### src/rtl/ripple_carry_adder_4bit.sv
// Registered 4-bit ripple-carry adder built from four chained full-adder cells.
// Carry ripples from bit 0 to bit 3; sum and carry-out are captured each clock.

module rca_full_adder (
    input  logic a_i,
    input  logic b_i,
    input  logic c_i,
    output logic s_o,
    output logic c_o
);

    assign s_o = a_i ^ b_i ^ c_i;
    assign c_o = (a_i & b_i) | (a_i & c_i) | (b_i & c_i);

endmodule

module ripple_carry_adder_4bit (
    input  logic       clk,
    input  logic       rst,
    input  logic [3:0] a,
    input  logic [3:0] b,
    input  logic       cin,
    output logic [3:0] sum,
    output logic       cout
);

    logic [4:0] carry;
    logic [3:0] sum_d;
    logic       cout_d;
    logic [3:0] sum_q;
    logic       cout_q;

    assign carry[0] = cin;

    for (genvar i = 0; i < 4; i++) begin : g_stage
        rca_full_adder u_fa (
            .a_i (a[i]),
            .b_i (b[i]),
            .c_i (carry[i]),
            .s_o (sum_d[i]),
            .c_o (carry[i+1])
        );
    end

    assign cout_d = carry[4];

    // Reset wins over whatever operands are present at the edge.
    always_ff @(posedge clk) begin
        if (rst) begin
            sum_q  <= 4'b0000;
            cout_q <= 1'b0;
        end else begin
            sum_q  <= sum_d;
            cout_q <= cout_d;
        end
    end

    assign sum  = sum_q;
    assign cout = cout_q;

endmodule

### config.mk
export PLATFORM = sky130hd
export DESIGN_NAME = ripple_carry_adder_4bit
export DESIGN_NICKNAME = d
export VERILOG_FILES = /design/src/rtl/ripple_carry_adder_4bit.sv
export SDC_FILE = /design/constraint.sdc
export NUM_CORES = 1
export LEC_CHECK = 0
export ABC_AREA = 1
export CORE_AREA = 2 2 39 41
export DETAILED_ROUTE_END_ITERATION = 12
export DIE_AREA = 0 0 41 43
export PLACE_DENSITY = 0.43
export SYNTH_ARGS = -nofsm -noshare
export SYNTH_HDL_FRONTEND = slang
export SYNTH_SLANG_ARGS = --single-unit
### constraint.sdc
create_clock -name clk -period 2.33 [get_ports clk]
set_input_delay 0.466 -clock clk [delete_from_list [all_inputs] [get_ports clk]]
set_output_delay 0.466 -clock clk [all_outputs]
set_load 0.02 [all_outputs]
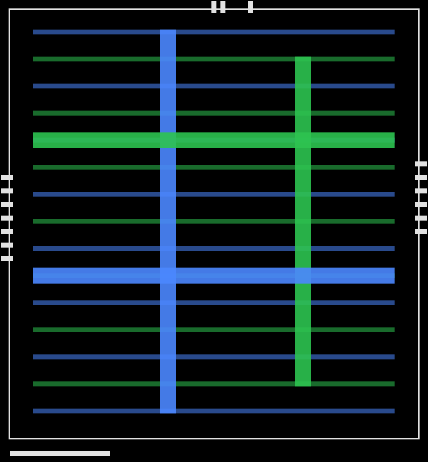
**Above:** PDN straps and rails.
The bar under the picture is 10 µm long. Pins as bars on the die edge.
| colour | net |
|---|---|
| blue | VSS |
| green | VDD |
rows: 14
signal pins: 16
met1 rails: 15

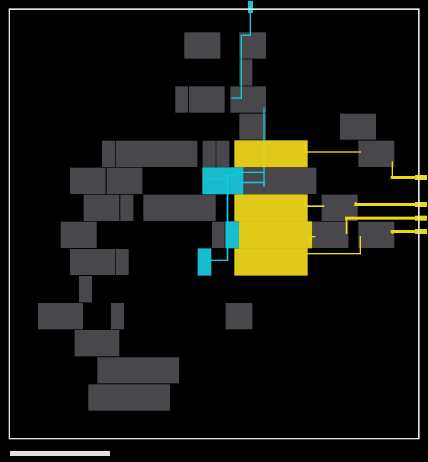
**Above:** wires at chosen ports, followed through buffers.
The bar under the picture is 10 µm long.
| colour | port | bits | direction | edge | end cells | buffers | wire |
|---|---|---|---|---|---|---|---|
| cyan | rst | 1 | input | top | 5 | 1 | 39.5 µm |
| yellow | sum | 4 | output | right | 4 | 4 | 37.5 µm |

==> GITHUB_STEP_SUMMARY <==
## PnR job results

| Metric | Value |
|---|---|
| Synth top area cells | `dfxtp_1 43%, fa_1 34%, inv_1 15%` |
| Maximum operating frequency | `483.6 MHz` |
| Comb power frac | `28.0%` |
| Post-DRT Antenna Nets | `0` |
| Crit. End Element | `flip-flop` |
| Clk buf depth | `2` |
| Fin. Hold Viols | `0` |
| Relative slew slack | `85.77%` |
| Worst Hold Class | `in -> reg` |
| Leakage | `0.0002217 µW` |
| Status | `finished clean` |
| Final hold slack | `0.6871 ns` |
| MI comb area | `106.4 µm²` |
| YS chip area | `232.7 µm²` |
| Most frequent cells in the layout | `12 x clkdlybuf4s50_1, 5 x inv_1, 5 x nor2_1, 5 x dfxtp_1, 4 x inv_2` |
| IO buf count | `15` |
| Max-area cell share | `43.01%` |
| Critical Path AT | `2.25 ns` |
| Dpl cell area | `402.9 µm²` |
| Setup Viol. Count Final | `0` |
| Clock root cell | `clkbuf_4` |
| Critical path class | `in -> reg` |
| RePlAce Congestion | `0.5566` |
| CP max FO | `1` |
| Layout cells sized above 1 | `23.81%` |
| Number of cells in Yosys stat | `23` |
| Post-synth net total | `38` |
| Initial antenna violation count | `0` |
| Tool Warnings | `26` |
| Crit-path leading delay family | `adder cells` |
| Grt total ovfl | `0` |
| Post-Route M1 WL | `135 µm` |
| Top cell excl fill/tap | `clkdlybuf4s50_1` |
| Cell Rows | `14` |
| Drt total wl | `525 µm` |
| Worst-path cell chain | `clkdlybuf4s50_1 > fa_2 > fa_2 > inv_2 > fa_1 > nor2_1` |
| Worst slew pin tran | `0.2128 ns` |
| Final Max Slew Viols | `0` |
| Post-synth seq share | `43.01%` |
| Finished Cell Area | `444.2 µm²` |
| Worst setup SP type | `primary input` |
| Max-Cap Viols | `0` |
| Die height | `43 µm` |
| Tcrit/Tclk final | `88.74%` |
| Leading area contributor after synthesis | `dfxtp_1` |
| Slowest-stage cell, CP | `clkdlybuf4s50_1` |
| CTS Hold Bufs | `0` |
| Pre-Place Util | `16.82%` |
| Die W | `41 µm` |
| Bufs and invs on worst path | `2` |
| Worst IR Drop VDD | `0.1260 mV` |
| Htree depth | `1` |
| TritonCTS Buffers | `3` |
| Largest net degree at the start of global routing | `6` |
| Reg power frac | `36.0%` |
| RSZ-0062 raised after global routing | `false` |
| Pre-Repair DR Iteration Count | `2` |
| Place WS | `-0.2323 ns` |
| Synthesized area | `232.7 µm²` |
| Int Pwr | `201.9 µW` |
| Reg area | `100.1 µm²` |
| Ys Warns | `0` |
| Drt via density | `3.431` |
| Minimum clock period | `2.068 ns` |
| Area growth syn-to-layout | `90.86%` |
| ANT cells | `0` |
| CTS clk-pin slew, worst paths | `0.04 ns` |
| Avg Cell Area, Syn | `10.12 µm²` |
| Vias post-DR | `199` |
| Ys flops | `5` |
| Max layer used | `met4` |
| Crit-path most repeated cell | `fa_2` |
| Tot Pwr | `271.8 µW` |
| Met3 wire len | `72 µm` |
| Chip area | `0.001763 mm²` |
| Fin nets | `58` |
| Final worst setup slack | `0.2624 ns` |
| Initial DRC Count | `5` |
| Sw Ratio | `25.72%` |
| Pwr dens | `611.9 mW/mm²` |
| CTS tree | `built` |
| First-pass GRT wire length | `717 µm` |
| Fillcell total | `142` |
| Clock Sinks | `5` |
| Io pins | `16` |
| Cell variety after synth | `4` |
| Clock power frac | `36.0%` |
| Cells after Synth | `23` |
| Number of global-route vias before repair | `206` |
| Detail Placement HPWL | `351 µm` |
| P_sw | `69.90 µW` |
| CP Data Required Time | `2.51 ns` |
| Total GRT Usage | `6.680%` |
| Avg WL per Cell | `9.052 µm` |
| Core Area | `0.001384 mm²` |
| DRC | `0` |
| Met2 WL | `299 µm` |
| CP max stage delay | `0.44 ns` |
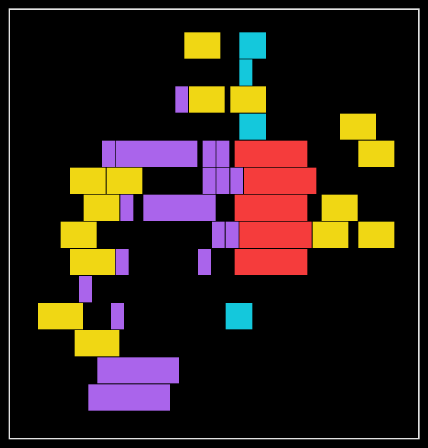
**Above:** cells coloured by class.
| colour | class | cells | share of their area |
|---|---|---|---|
| yellow | other buffers and delay cells | 15 | 37% |
| purple | all other logic | 18 | 33% |
| cyan | clock drivers and dummy loads | 4 | 6.2% |
| red | flip-flops | 5 | 24% |

power groups by stage:
stage / registers (µW) / clock network (µW) / logic [µW]
CTS: 97.9 / 103 / 72.6
floorplan: 112 / 0 / 18.5
finish: 97.8 / 97.9 / 76.2
global placement: 98.8 / 0 / 72.1
detailed placement: 99.4 / 0 / 72.4
global route: 98.2 / 105 / 87.5
metrics by stage:
stage | setup TNS (ns) | std cells | utilization (%)
floorplan | 0 | 23 | -
global placement | -0.2451 | 54 | 29.11
detailed placement | -0.2892 | 54 | 29.11
CTS | 0 | 58 | 31.01
global route | 0 | 58 | 32.10
finish | 0 | 58 | 32.10
timing repair:
action	CTS	global route
gates resized	0	10
setup endpoints to repair	0	1
buffers inserted	0	0
kinds of logic (layout without fill, tap and decap cells):
logic type    count (synthesis)  count (layout)  share of synthesized area (%)
fa+ha+maj                     4               4                          34.41
simple gates                  5               5                          8.065
buf+inv                       9              28                          14.52
flops                         5               5                          43.01
cell usage after synthesis:
cell,number
inv_1,9
fa_1,4
nor2_1,5
dfxtp_1,5
routing by layer:
layer | track usage, % | vias up
met2 | 9.688 | 15
met5 | 0 | -
met3 | 1.571 | 2
met1 | 5.611 | 85
li1 | - | 97
met4 | 10.00 | 0
flip-flops by register name (all words and copies together), names as in the netlist:
signal  flops
cout        1
sum         4
cell type report:
class / count / share of cell area [%]
timing repair buffer: 15 / 35.49
sequential: 5 / 22.54
multi-input combinational: 9 / 23.94
clock buffer: 4 / 5.915
inverter: 9 / 7.606
tap: 16 / 4.507
tightest hold or removal path, stage by stage:
cell            delay [ns]
dlymetal6s2s_1        0.13
inv_2                 0.06
fa_2                  0.19
nor2_1                0.04
worst paths after layout:
path                  from  endpoint  depth (start not counted)
worst min-delay path  a[0]    sum[0]                          4
worst max-delay path  a[1]    sum[3]                          6
Power and IR drop assume default switching activity.
